$ cat config.mk
export PLATFORM = sky130hd
export DESIGN_NAME = eda_output_stream_flat
export DESIGN_NICKNAME = d
export VERILOG_FILES = /design/src/rtl/eda_output_stream_if.sv /design/src/rtl/eda_output_stream.sv /design/src/flat_wrapper.sv
export SDC_FILE = /design/constraint.sdc
export NUM_CORES = 1
export LEC_CHECK = 0
export CAP_MARGIN = 20
export CORE_MARGIN = 2
export CORE_UTILIZATION = 55
export CTS_CLUSTER_SIZE = 24
export DETAILED_ROUTE_END_ITERATION = 8
export PLACE_DENSITY = 0.95
export REMOVE_ABC_BUFFERS = 1
export SKIP_LAST_GASP = 1
export SYNTH_ARGS = -nofsm -noshare
export SYNTH_HDL_FRONTEND = slang
export SYNTH_SLANG_ARGS = --single-unit
$ cat constraint.sdc
create_clock -name clk -period 7 [get_ports clk]
set_clock_uncertainty 0.2 [all_clocks]
set_input_delay 0.7 -clock clk [delete_from_list [all_inputs] [get_ports clk]]
set_output_delay 0.7 -clock clk [all_outputs]
set_load 0.03 [all_outputs]
$ cat src/rtl/eda_output_stream_if.sv
// Output beat stream of eda_output_stream.
//   master (the streamer) drives out_valid/out_data/out_row/out_word/out_last
//   and receives out_ready; slave (the consumer) is the mirror.
interface eda_output_stream_if #(
    parameter int OUT_WIDTH = 8,
    parameter int ROW_W     = 4,
    parameter int WORD_W    = 1
);
    logic                 out_valid;
    logic                 out_ready;
    logic [OUT_WIDTH-1:0] out_data;
    logic [ROW_W-1:0]     out_row;
    logic [WORD_W-1:0]    out_word;
    logic                 out_last;

    modport master (
        output out_valid, out_data, out_row, out_word, out_last,
        input  out_ready
    );

    modport slave (
        input  out_valid, out_data, out_row, out_word, out_last,
        output out_ready
    );
endinterface

$ cat src/rtl/eda_output_stream.sv
// Snapshots the M x N region-max matrix on start and streams it row-major as
// OUT_WIDTH-bit beats over a valid/ready handshake; done pulses one cycle
// after the final beat is accepted.
// Ports:
//   clk, reset_n  clock, asynchronous active-low reset
//   clear         synchronous abort back to IDLE (beats start and handshake)
//   start         take snapshot of matrix_in and begin streaming (IDLE only)
//   matrix_in     result matrix, matrix_in[row][col]
//   out_if        beat stream (master modport)
//   busy          high while streaming
//   done          one-cycle pulse after the last beat is accepted
module eda_output_stream #(
    parameter int M         = 16,
    parameter int N         = 16,
    parameter int OUT_WIDTH = 8,
    localparam int WPR      = (N + OUT_WIDTH - 1) / OUT_WIDTH,
    localparam int ROW_W    = (M > 1) ? $clog2(M) : 1,
    localparam int WORD_W   = (WPR > 1) ? $clog2(WPR) : 1
) (
    input  logic                  clk,
    input  logic                  reset_n,
    input  logic                  clear,
    input  logic                  start,
    input  logic [M-1:0][N-1:0]   matrix_in,
    eda_output_stream_if.master   out_if,
    output logic                  busy,
    output logic                  done
);
    localparam int PADW = WPR * OUT_WIDTH;
    localparam logic [ROW_W-1:0]  ROW_LAST  = ROW_W'(M - 1);
    localparam logic [WORD_W-1:0] WORD_LAST = WORD_W'(WPR - 1);
    localparam logic FIRST_IS_LAST = (M == 1) && (WPR == 1);

    typedef enum logic {IDLE, SEND} state_t;

    state_t                 state_q, state_d;
    logic [M-1:0][N-1:0]    snap_q, snap_d;
    logic [ROW_W-1:0]       row_q, row_d, row_nxt;
    logic [WORD_W-1:0]      word_q, word_d, word_nxt;
    logic [OUT_WIDTH-1:0]   data_q, data_d;
    logic                   last_q, last_d;
    logic                   done_q, done_d;
    logic                   hs;

    // One beat of a row; bits past column N-1 read as zero.
    function automatic logic [OUT_WIDTH-1:0] word_sel(
        input logic [N-1:0]      row_bits,
        input logic [WORD_W-1:0] w
    );
        logic [PADW-1:0] padded;
        padded         = '0;
        padded[N-1:0]  = row_bits;
        return padded[w*OUT_WIDTH +: OUT_WIDTH];
    endfunction

    assign hs = (state_q == SEND) && out_if.out_ready;

    always_comb begin
        state_d  = state_q;
        snap_d   = snap_q;
        row_d    = row_q;
        word_d   = word_q;
        data_d   = data_q;
        last_d   = last_q;
        done_d   = 1'b0;
        row_nxt  = row_q;
        word_nxt = word_q + 1'b1;
        if (word_q == WORD_LAST) begin
            word_nxt = '0;
            row_nxt  = row_q + 1'b1;
        end

        if (clear) begin
            state_d = IDLE;
            row_d   = '0;
            word_d  = '0;
            data_d  = '0;
            last_d  = 1'b0;
        end else begin
            case (state_q)
                IDLE: begin
                    if (start) begin
                        // First beat comes straight from matrix_in so it is
                        // valid the cycle after start, same value as the snapshot.
                        state_d = SEND;
                        snap_d  = matrix_in;
                        row_d   = '0;
                        word_d  = '0;
                        data_d  = word_sel(matrix_in[0], '0);
                        last_d  = FIRST_IS_LAST;
                    end
                end
                SEND: begin
                    if (hs) begin
                        if (last_q) begin
                            state_d = IDLE;
                            done_d  = 1'b1;
                            row_d   = '0;
                            word_d  = '0;
                            data_d  = '0;
                            last_d  = 1'b0;
                        end else begin
                            row_d  = row_nxt;
                            word_d = word_nxt;
                            data_d = word_sel(snap_q[row_nxt], word_nxt);
                            last_d = (row_nxt == ROW_LAST) && (word_nxt == WORD_LAST);
                        end
                    end
                end
                default: state_d = IDLE;
            endcase
        end
    end

    always_ff @(posedge clk or negedge reset_n) begin
        if (!reset_n) begin
            state_q <= IDLE;
            snap_q  <= '0;
            row_q   <= '0;
            word_q  <= '0;
            data_q  <= '0;
            last_q  <= 1'b0;
            done_q  <= 1'b0;
        end else begin
            state_q <= state_d;
            snap_q  <= snap_d;
            row_q   <= row_d;
            word_q  <= word_d;
            data_q  <= data_d;
            last_q  <= last_d;
            done_q  <= done_d;
        end
    end

    assign out_if.out_valid = (state_q == SEND);
    assign out_if.out_data  = data_q;
    assign out_if.out_row   = row_q;
    assign out_if.out_word  = word_q;
    assign out_if.out_last  = last_q;
    assign busy             = (state_q == SEND);
    assign done             = done_q;
endmodule

$ cat src/flat_wrapper.sv
// flat-port wrapper written by rule: the top's interface ports become plain ports
module eda_output_stream_flat 
#(
    parameter int M         = 16,
    parameter int N         = 16,
    parameter int OUT_WIDTH = 8,
    localparam int WPR      = (N + OUT_WIDTH - 1) / OUT_WIDTH,
    localparam int ROW_W    = (M > 1) ? $clog2(M) : 1,
    localparam int WORD_W   = (WPR > 1) ? $clog2(WPR) : 1
)
  (clk, reset_n, clear, start, matrix_in, busy, done, out_if_out_valid, out_if_out_data, out_if_out_row, out_if_out_word, out_if_out_last, out_if_out_ready);
  eda_output_stream_if #(.OUT_WIDTH(OUT_WIDTH), .ROW_W(((M > 1) ? $clog2(M) : 1)), .WORD_W(((((N + (8) - 1) / (8)) > 1) ? $clog2(((N + (8) - 1) / (8))) : 1))) out_if_i ();
  input  logic clk;
  input  logic reset_n;
  input  logic clear;
  input  logic start;
  input  logic [M-1:0][N-1:0] matrix_in;
  output logic busy;
  output logic done;
  output wire logic [$bits(out_if_i.out_valid)-1:0] out_if_out_valid;
  output wire logic [$bits(out_if_i.out_data)-1:0] out_if_out_data;
  output wire logic [$bits(out_if_i.out_row)-1:0] out_if_out_row;
  output wire logic [$bits(out_if_i.out_word)-1:0] out_if_out_word;
  output wire logic [$bits(out_if_i.out_last)-1:0] out_if_out_last;
  input wire logic [$bits(out_if_i.out_ready)-1:0] out_if_out_ready;
  assign out_if_out_valid = out_if_i.out_valid;
  assign out_if_out_data = out_if_i.out_data;
  assign out_if_out_row = out_if_i.out_row;
  assign out_if_out_word = out_if_i.out_word;
  assign out_if_out_last = out_if_i.out_last;
  assign out_if_i.out_ready = out_if_out_ready;
  eda_output_stream #(.M(M), .N(N), .OUT_WIDTH(OUT_WIDTH)) u_core (.clk(clk), .reset_n(reset_n), .clear(clear), .start(start), .matrix_in(matrix_in), .out_if(out_if_i), .busy(busy), .done(done));
endmodule
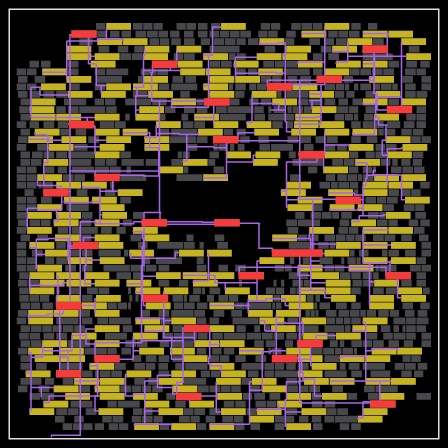
clk_routes.png
Key: yellow = flip-flops [count 272]; red = clock drivers [count 29]; purple = clock wires [length 3150 microns]
There are 30 routed clock nets. Position of the flops: spread over the die.
Clk. pwr: 1.54 mW
Clk pwr share: 0.365
latest clock arrival within the worst-skew pair: 0.53 ns

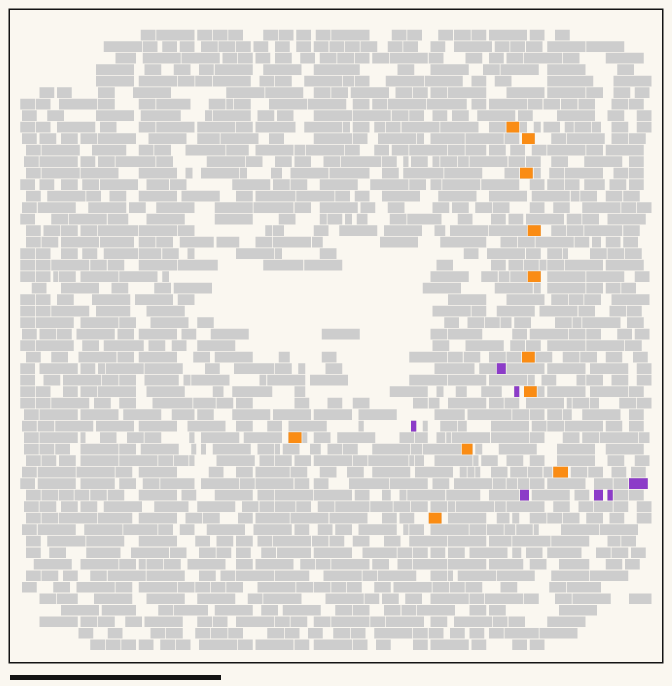
logic_types.png
Scale bar: 50 microns.
Key: purple = nor cells [cells 7, where bottom right]; orange = non-inverting ao/oa cells [cells 11]

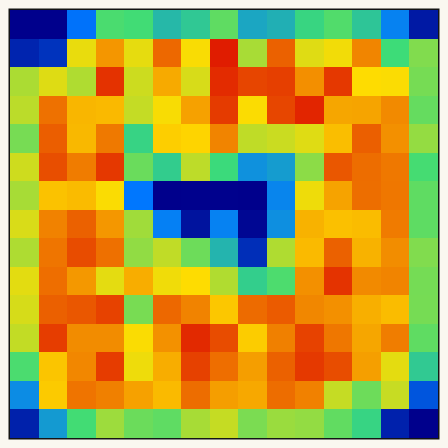
cell_density.png
15 x 15 tiles, from dark blue (low) to red (high), 0 to 100% covered.
The fullest tile reaches 97%. The mean over all tiles is 67%. 48% of the tiles are over 75% full. 3.6% of the tiles are nearly empty. The emptiest ninth of the die: middle.

==> out/metrics.csv <==
stage,metric,value,unit
floorplanning,fp_util,0.565,
clocking,h-tree-depth,1,
place,dp_hpwl,20900,microns
power,p_seq,2.02,mW
grt,antenna_found_initial,1,
cells_and_area,final_area,16300,sq um
cells_and_area,sh_seq_area,0.417,
clocking,clock_path_buffers,3,
run_status,violations,negative hold slack,
grt,grt_use_met3,0.0451,
clocking,cts_buffers,29,
power,seq_power_share,0.478,
cells_and_area,largest_register,u_core.snap_q,
timing,hold_ws,-0.0130,ns
critical_path,timing.rr.start,u_core.out_if.out_row[0],
run_status,outcome,"complete, but fails checks",
cells_and_area,final-clk-cell-share,0.0595,
cells_and_area,synthToLayoutAreaGrowth,31.6,%
timing,finalSetupTns,0,ns
synth,synth.distinct_cells,43,
timing,fin_crit_sh,0.455,
place,portBuffers,277,
synth,edf_count,0,
synth,xor_area_frac,0.000706,
timing,worst_pin_slew,1.10,ns
synth,ff_type,dfrtp_1,
synth,aoi_share,0.0346,
cells_and_area,clock_buffers,43,
grt,busiest_layer,met2,
critical_path,critical_path_class,reg2reg,
critical_path,critPathBufInv,1,
floorplanning,die_x,154,microns
cells_and_area,register_area,6810,sq um
power,p_per_area,259,nW/um^2
grt,overflow,0,
synth,synthSimpleGateAreaFrac,0.0123,
drt,drt_first_pass_iters,4,
clocking,cts-root-buf,clkbuf_16,
synth,avgSynthCellArea,15.9,sq um
cells_and_area,inv_count,2,
critical_path,endpoint,u_core.out_if.out_data[7],
floorplanning,dieArea,23800,sq um
power,power.internal,3.23,mW
place,dp_slack,3.49,ns
critical_path,cp_slowest_cell,dfrtp_4,
power,leakage,6.60,nW
grt,met2_usage,0.434,
timing,hold_violations,1,
run,openroad.warnings,31,
cells_and_area,nFillCells,1340,
clocking,clkTransAtPathRegs,0.06,ns
critical_path,cpMostUsedCell,o21ai_1,
drt,drcViolationCount,0,
timing,setup_violations,0,
cells_and_area,antenna_cells,1,
cells_and_area,logic_gates,453,
critical_path,crit_path_start_kind,register,
synth,ys_cells,782,
critical_path,critPathArrivalTime,3.39,ns
power,p_total,4.22,mW
critical_path,required,7.20,ns
synth,synth.comb.largest_family,multiplexers,
critical_path,cp_top_family,flip-flops,
floorplanning,die_y,154,microns
critical_path,cp_max_fo,51,
drt,vias,7836,
floorplanning,ios,278,
synth,yosys-mux-area-fraction,0.377,
drt,wl_per_cell,22.4,microns
clocking,cts.sinks,272,
synth,synth_cells,782,
critical_path,r2r_cells,6,
synth,postSynthSeqShare,0.549,
power,pwr-share-comb,0.157,
cells_and_area,logic_area,5290,sq um
drt,dr_wl_met3,1650,microns
critical_path,r2r_end,u_core.out_if.out_data[7],
floorplanning,coreArea,22000,sq um
drt,wl_met2,15100,microns
critical_path,end_kind,register,
drt,route.antenna.remaining_nets,0,
power,peakVddDrop,0.000204,V
[cells in the mapped netlist (3+ instances only)]
master,n,area share
mux2i_1,21,0.017
o21ai_0,4,0.0016
o21ai_1,22,0.0089
nor2_1,3,0.00091
a22oi_1,8,0.0048
clkbuf_1,9,0.0027
mux2_4,8,0.0097
buf_2,35,0.014
mux4_2,30,0.054
mux4_1,20,0.042
nor2b_1,3,0.0015
mux2_2,8,0.0073
buf_4,4,0.0024
o211ai_1,8,0.0048
o22ai_1,8,0.0040
dfrtp_1,272,0.55
buf_6,5,0.0045
mux2_1,271,0.25
nand2_1,11,0.0033
a22o_1,9,0.0064
Power figures rest on the tool's default switching activity, not on a simulated workload.
